## src/rtl/int_logic_fu.sv

```systemverilog
// Scoreboard-controlled 16-bit bitwise logic unit (AND/OR/XOR/NOT) with issue, execute and write-back stages.
// Optional: define INT_LOGIC_FU_STATS_EN to add the ops_done completion counter port.
module int_logic_fu #(
  parameter int WIDTH   = 16,
  parameter int LATENCY = 2,
  parameter int TAG_W   = 5
) (
  input  logic             clk,
  input  logic             rst_n,
  input  logic             issue_valid,
  input  logic [1:0]       issue_op,
  input  logic [WIDTH-1:0] issue_a,
  input  logic [WIDTH-1:0] issue_b,
  input  logic [TAG_W-1:0] issue_dest,
  output logic             fu_busy,
  output logic             wr_req,
  input  logic             wr_grant,
  output logic [WIDTH-1:0] result,
  output logic [TAG_W-1:0] result_dest
`ifdef INT_LOGIC_FU_STATS_EN
  ,
  output logic [15:0]      ops_done
`endif
);

  localparam int CNT_W = 4;  // covers the full 1..15 latency range

  typedef enum logic [1:0] {
    IDLE    = 2'd0,
    EXEC    = 2'd1,
    WAIT_WR = 2'd2
  } state_e;

  typedef enum logic [1:0] {
    OP_AND = 2'b00,
    OP_OR  = 2'b01,
    OP_XOR = 2'b10,
    OP_NOT = 2'b11
  } op_e;

  state_e             state_q, state_d;
  op_e                op_q, op_d;
  logic [WIDTH-1:0]   a_q, a_d;
  logic [WIDTH-1:0]   b_q, b_d;
  logic [TAG_W-1:0]   dest_q, dest_d;
  logic [CNT_W-1:0]   cnt_q, cnt_d;
  logic               busy_q, busy_d;
  logic               wr_req_q, wr_req_d;
  logic [WIDTH-1:0]   result_q, result_d;
  logic [TAG_W-1:0]   result_dest_q, result_dest_d;

  function automatic logic [WIDTH-1:0] logic_fn(input op_e op,
                                                input logic [WIDTH-1:0] a,
                                                input logic [WIDTH-1:0] b);
    unique case (op)
      OP_AND:  logic_fn = a & b;
      OP_OR:   logic_fn = a | b;
      OP_XOR:  logic_fn = a ^ b;
      default: logic_fn = ~a;
    endcase
  endfunction

  // NOTE: every variable gets its hold value first so no path through the case infers a latch.
  always_comb begin
    state_d       = state_q;
    op_d          = op_q;
    a_d           = a_q;
    b_d           = b_q;
    dest_d        = dest_q;
    cnt_d         = cnt_q;
    busy_d        = busy_q;
    wr_req_d      = wr_req_q;
    result_d      = result_q;
    result_dest_d = result_dest_q;

    case (state_q)
      IDLE: begin
        if (issue_valid) begin
          op_d    = op_e'(issue_op);
          a_d     = issue_a;
          b_d     = issue_b;
          dest_d  = issue_dest;
          cnt_d   = CNT_W'(LATENCY - 1);
          busy_d  = 1'b1;
          state_d = EXEC;
        end
      end
      EXEC: begin
        if (cnt_q != '0) begin
          cnt_d = cnt_q - CNT_W'(1);
        end else begin
          result_d      = logic_fn(op_q, a_q, b_q);
          result_dest_d = dest_q;
          wr_req_d      = 1'b1;
          state_d       = WAIT_WR;
        end
      end
      WAIT_WR: begin
        // Issue attempts here are dropped because busy is still high this cycle.
        if (wr_grant) begin
          wr_req_d = 1'b0;
          busy_d   = 1'b0;
          state_d  = IDLE;
        end
      end
      default: state_d = IDLE;
    endcase
  end

  // NOTE: the operand holding registers are reset too, so an aborted instruction leaves no stale data.
  // NOTE: sequential state uses non-blocking assignments only.
  always_ff @(posedge clk or negedge rst_n) begin
    if (!rst_n) begin
      state_q       <= IDLE;
      op_q          <= OP_AND;
      a_q           <= '0;
      b_q           <= '0;
      dest_q        <= '0;
      cnt_q         <= '0;
      busy_q        <= 1'b0;
      wr_req_q      <= 1'b0;
      result_q      <= '0;
      result_dest_q <= '0;
    end else begin
      state_q       <= state_d;
      op_q          <= op_d;
      a_q           <= a_d;
      b_q           <= b_d;
      dest_q        <= dest_d;
      cnt_q         <= cnt_d;
      busy_q        <= busy_d;
      wr_req_q      <= wr_req_d;
      result_q      <= result_d;
      result_dest_q <= result_dest_d;
    end
  end

  assign fu_busy     = busy_q;
  assign wr_req      = wr_req_q;
  assign result      = result_q;
  assign result_dest = result_dest_q;

`ifdef INT_LOGIC_FU_STATS_EN
  logic [15:0] ops_done_q, ops_done_d;

  // Counts retirements; wraps silently at 16 bits.
  always_comb begin
    ops_done_d = ops_done_q;
    if (state_q == WAIT_WR && wr_grant) ops_done_d = ops_done_q + 16'd1;
  end

  always_ff @(posedge clk or negedge rst_n) begin
    if (!rst_n) ops_done_q <= '0;
    else        ops_done_q <= ops_done_d;
  end

  assign ops_done = ops_done_q;
`endif

endmodule

```

## config.mk

```make
export PLATFORM = sky130hd
export DESIGN_NAME = int_logic_fu
export DESIGN_NICKNAME = d
export VERILOG_FILES = /design/src/rtl/int_logic_fu.sv
export SDC_FILE = /design/constraint.sdc
export NUM_CORES = 1
export LEC_CHECK = 0
export CORE_AREA = 5 5 130 108
export DETAILED_ROUTE_END_ITERATION = 12
export DIE_AREA = 0 0 135 113
export PLACE_DENSITY = 0.56
export REMOVE_ABC_BUFFERS = 1
export SYNTH_ARGS = -nofsm -noshare
export SYNTH_HDL_FRONTEND = slang
export SYNTH_SLANG_ARGS = --single-unit
```

## constraint.sdc

```tcl
create_clock -name clk -period 1.64 [get_ports clk]
set_clock_uncertainty 0.05 [all_clocks]
set_input_delay 0.41 -clock clk [delete_from_list [all_inputs] [get_ports clk]]
set_output_delay 0.41 -clock clk [all_outputs]
set_load 0.005 [all_outputs]
```

==> qor.csv, run 1 <==
stage,metric,value,unit
floorplan,io pins,66,
yosys,Adder Area Share,11.2,%
yosys,Synth area leader,dfrtp_1,
worst_setup_path,crit path to,cnt_q[2],
global_routing,GRT Total Usage,11.8,%
timing,"Hold Vio Cnt, Final",0,
worst_setup_path,Worst path top cell family by delay,simple AND/OR/NAND/NOR gates,
yosys,register area share after synthesis,46.3,%
timing,setup violators final,2,
final_layout,sequential cell count,68,
floorplan,Die ar.,15300,um^2
floorplan,FP Util,29.3,%
worst_setup_path,FF-to-FF Start,cnt_q[0],
global_routing,grt ovf,0,
cts,hold_buf cts,0,
run,max-cap violations,0,
status,failing checks,setup timing,
run,stage-log warning count,43,
global_routing,largest net degree at the start of global routing,69,
placement,Placed Area,4680,um^2
global_routing,initial antenna violation count,0,
yosys,Synth warnings,0,
timing,RSZ-0062 raised after global routing,true,
cts,Clock Sinks,68,
power,power share of the sequential group,30.3,%
yosys,Complex Gates by Area,6.22,%
power,Pwr Total,10.0,mW
route,WL final,8090,um
yosys,Largest cells by area,"dfrtp_1, ha_1, mux4_1",
worst_setup_path,critical path peak fanout,5,
final_layout,Clock-cell share,6.84,%
worst_setup_path,Crit Path Category,register to register,
yosys,"EDFF count, synth",0,
yosys,mux share of post-synthesis cell area,21.5,%
worst_setup_path,FF-to-FF setup slack,-0.02,ns
floorplan,tap cells,175,
route,DR WL/cell,14.1,um
floorplan,core area,12500,um^2
power,P_leak,2.41,nW
power,Worst VDD drop,0.000577,V
final_layout,fill count,1197,
cts,"Reg clk slew, reported paths",0.06,ns
route,vias per inst,4.30,
worst_setup_path,cells along the critical path,inv_2 -> ha_4 -> buf_6 -> nor4bb_4 -> or3_4 -> o31ai_4,
placement,dpl ws,-0.186,ns
worst_hold_path,Hold WC Path Type,primary input to asynchronous set/reset pin,
worst_setup_path,CP bufs+invs,2,
timing,worst slew pin tran,0.387,ns
cts,maximum buffer depth of the clock tree,2,
final_layout,Inverters,53,
yosys,post-synthesis cell area,3680,um^2
timing,crit path time final,1.66,ns
final_layout,Logic Gate Count,165,
power,Logic pwr share,47.0,%
route,"antenna viol nets, final",0,
yosys,Syn Inst Count,300,
placement,dpl hpwl,5560,um
yosys,most common cell in the netlist,dfrtp_1,
power,clock group share of total power,22.7,%
yosys,yosys stat cell total,300,
final_layout,logic share of the area,33.9,%
power,power per cell area,1950,nW/um^2
cts,Post-CTS Setup Inserts,8,
final_layout,non-clk buf share,18.0,%
floorplan,die span in y,113,um
final_layout,# nets final,470,
worst_setup_path,Worst path depth,6,
global_routing,first-pass GRT wire length,13900,um
floorplan,row count,37,
yosys,predominant post-synthesis flop cell,dfrtp_1,
timing,Final WS setup,-0.0246,ns
yosys,ys flops,68,
worst_setup_path,"slowest stage delay, CP",0.44,ns
final_layout,Final Non-Filler Cells,574,
timing,period utilization,101,%
placement,GP Congestion,0.773,
power,internal power,6.86,mW
worst_setup_path,"Slowest-stage cell, CP",or3_4,
placement,port buffer count,65,
worst_setup_path,Worst Path Arrival,1.85,ns
yosys,syn avg cell area,12.3,um^2
timing,setup TNS,-0.0344,ns
status,status,"finished, violations left",
placement,placed cells,550,
yosys,Main logic family,multiplexers,
cts,# H-tree levels,3,
final_layout,Util after Layout,41.0,%
yosys,"Async S/R FF share, synth",100,%
[run 1: power groups by stage]
stage | logic [mW] | clock network (mW) | registers [mW]
6_report | 4.71 | 2.27 | 3.04
5_1_grt | 5.30 | 2.43 | 3.14
3_5_place_dp | 4.52 | 0 | 3.06
2_1_floorplan | 2.59 | 0 | 3.08
3_3_place_gp | 4.31 | 0 | 3.02
4_1_cts | 4.77 | 2.35 | 3.03
[run 1: metal layers]
metal  wire length [um]  track usage [%]
met4                135             4.37
met2               3890             19.0
met5                  0                0
met1               3640             14.5
met3                419             4.31
[run 1: state kept, by name, indices dropped and copies added, names as in the netlist]
name	count
a_q	16
b_q	16
cnt_q	4
dest_q	5
fu_busy	1
op_q	2
result	16
result_dest	5
state_q	2
wr_req	1
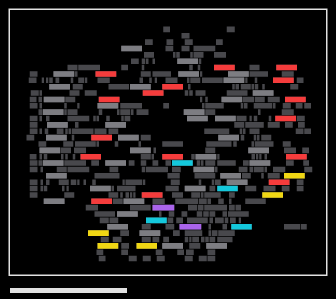
Fig. 1. Sequential cells coloured by netlist name (run 1).
The bar under the picture is 50 um long.
[red] result | placed flops: 16
[yellow] result_dest | placed flops: 5
[cyan] cnt_q | placed flops: 4
[purple] state_q | placed flops: 2
not coloured: 41
FF/Latch Area: 1700 um^2
flop share of the area: 33.1%
Flop+latch power: 3.04 mW

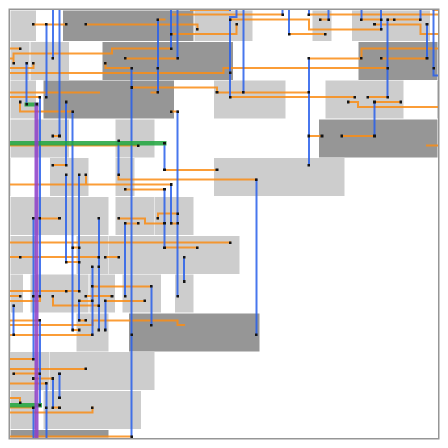
Fig. 2. Close-up of the layout (run 1).
Region (86, 13) to (116, 43) um. Cells in grey, sequential cells in the stronger grey; small squares are vias.
[green] metal 3
[orange] metal 1
[purple] metal 4
[blue] metal 2
cells with their middle in the window: 35
most frequent: buf_4 (9), dfrtp_1 (6)
sequential cells in the window: 6
netlist names of flops here include: cnt_q (2), dest_q (2)

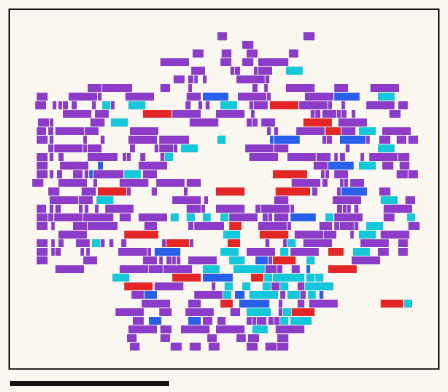
Fig. 3. Cell sizes after repair (run 1).
The bar under the picture is 50 um long.
[purple] _0 and _1 cells | cells: 304 | share: 76% | most used: dfrtp_1
[red] _6 and larger | cells: 22 | share: 5.5% | most used: clkbuf_16
[cyan] _3 and _4 cells | cells: 53 | share: 13% | most used: buf_4
[blue] _2 cells | cells: 20 | share: 5.0% | most used: mux4_2
Layout area overhead: 39.8%
Signal buffers: 97
Final Cell Area: 5140 um^2
Final WS setup: -0.0246 ns

--- run 2 (diff from run 1) ---
--- a/config.mk
+++ b/config.mk
@@ -5,6 +5,7 @@
 export SDC_FILE = /design/constraint.sdc
 export NUM_CORES = 1
 export LEC_CHECK = 0
+export CAP_MARGIN = 30
 export CORE_AREA = 5 5 130 108
 export DETAILED_ROUTE_END_ITERATION = 12
 export DIE_AREA = 0 0 135 113
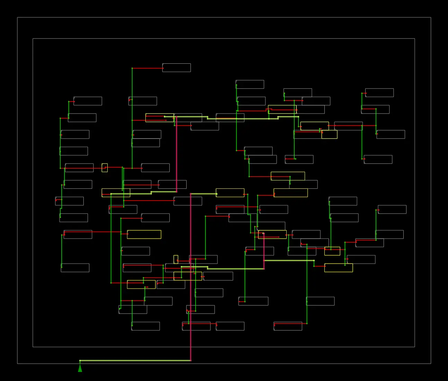
Fig. 4. Clock wiring as the flow saved it (run 2).
number of buffers created by CTS: 9
clk latency late pin: 0.34 ns
Clk. pwr: 2.27 mW

==> run 2 against run 1 <==
Effect of this change:
- sequential power is essentially flat
- highest routed layer unchanged
- total power is the same
- synthesized cell count is the same
- utilization is the same
- routed wire length is the same
- clock power is essentially flat
- the flow still finishes with violations (setup timing)
==> qor.csv, run 2 <==
stage,metric,value,unit,change
cts,"Reg clk slew, reported paths",0.06,ns,about the same
final_layout,Final Non-Filler Cells,574,,unchanged
status,failing checks,setup timing,,
route,routed wl met3,419,um,unchanged
status,status,"finished, violations left",,
floorplan,io pins,66,,unchanged
route,DR WL/cell,14.1,um,unchanged
placement,placed cells,550,,unchanged
yosys,Main logic family,multiplexers,,
global_routing,largest net degree at the start of global routing,69,,unchanged
yosys,Syn Inst Count,300,,unchanged
timing,"Hold Vio Cnt, Final",0,,unchanged
global_routing,grt met1 use,14.5,%,unchanged
yosys,register area share after synthesis,46.3,%,unchanged
cts,Clock Sinks,68,,unchanged
yosys,Adder Area Share,11.2,%,unchanged
floorplan,core area,12500,um^2,unchanged
final_layout,Layout area overhead,39.8,%,unchanged
route,Routed met2 length,3890,um,unchanged
final_layout,# nets final,470,,unchanged
route,vias per inst,4.30,,unchanged
yosys,"Async S/R FF share, synth",100,%,unchanged
cts,# H-tree levels,3,,unchanged
route,M1 WL,3640,um,unchanged
global_routing,first-pass GRT wire length,13900,um,unchanged
yosys,mux share of post-synthesis cell area,21.5,%,unchanged
yosys,post-synthesis cell area,3680,um^2,unchanged
power,Comb. pwr,4.71,mW,about the same
power,Top power group,combinational cells,,
worst_setup_path,"Slowest-stage cell, CP",or3_4,,
power,Worst VDD drop,0.000577,V,unchanged
yosys,Complex Gates by Area,6.22,%,unchanged
power,power share of the sequential group,30.3,%,about the same
floorplan,row count,37,,unchanged
timing,crit path time final,1.66,ns,unchanged
yosys,"EDFF count, synth",0,,unchanged
floorplan,Die ar.,15300,um^2,unchanged
global_routing,GRT Total Usage,11.8,%,unchanged
timing,setup TNS,-0.0344,ns,unchanged
placement,Placed Area,4680,um^2,unchanged
power,Pwr Total,10.0,mW,unchanged
global_routing,met2 usage in global routing,19.0,%,unchanged
placement,dpl ws,-0.186,ns,unchanged
route,WL final,8090,um,unchanged
run,max-cap violations,0,,unchanged
floorplan,FP Util,29.3,%,unchanged
yosys,predominant post-synthesis flop cell,dfrtp_1,,
floorplan,die span in y,113,um,unchanged
yosys,most common cell in the netlist,dfrtp_1,,
placement,GP Congestion,0.773,,unchanged
power,clock group share of total power,22.7,%,about the same
worst_setup_path,critical path peak fanout,5,,unchanged
yosys,ys flops,68,,unchanged
placement,dpl hpwl,5560,um,unchanged
global_routing,initial antenna violation count,0,,unchanged
worst_setup_path,FF-to-FF setup slack,-0.02,ns,about the same
timing,setup violators final,2,,unchanged
yosys,syn avg cell area,12.3,um^2,unchanged
placement,port buffer count,65,,unchanged
global_routing,grt ovf,0,,unchanged
timing,period utilization,101,%,unchanged
timing,Final WS setup,-0.0246,ns,unchanged
power,P_leak,2.41,nW,unchanged
power,Flop+latch power,3.04,mW,about the same
worst_hold_path,Hold WC Path Type,primary input to asynchronous set/reset pin,,
global_routing,met3 Use GR,4.31,%,unchanged
power,power per cell area,1950,nW/um^2,unchanged
[run 2: cell counts after synthesis]
No cell type changed its count.
[run 2: critical path, delay by kind of cell (launching register included)]
family,cells,cell delay [ns]
fa+ha+maj,1,0.17
flops,1,0.37
simple gates,2,0.60
compound gates,1,0.21
buf+inv,2,0.17
[run 2: what timing repair did]
| action | in CTS | in global routing |
|---|---|---|
| endpoints found under the setup margin | 49 | 26 |
| pin swaps | 4 | 1 |
| cloned | 1 | 0 |
| buffers inserted | 8 | 1 |
| hold buffers | 0 | 0 |
| resized | 43 | 10 |
[run 2: final cells by class]
cell class              instances  area (um^2)
multi-input cells             165         1750
well taps                     175          219
clock buffers                  12          256
inverters                      53          199
clock inverters                 4         95.1
flip-flops and latches         68         1700
fillers                      1197         7400
repair buffers                 97          925
Power and IR drop assume default switching activity.
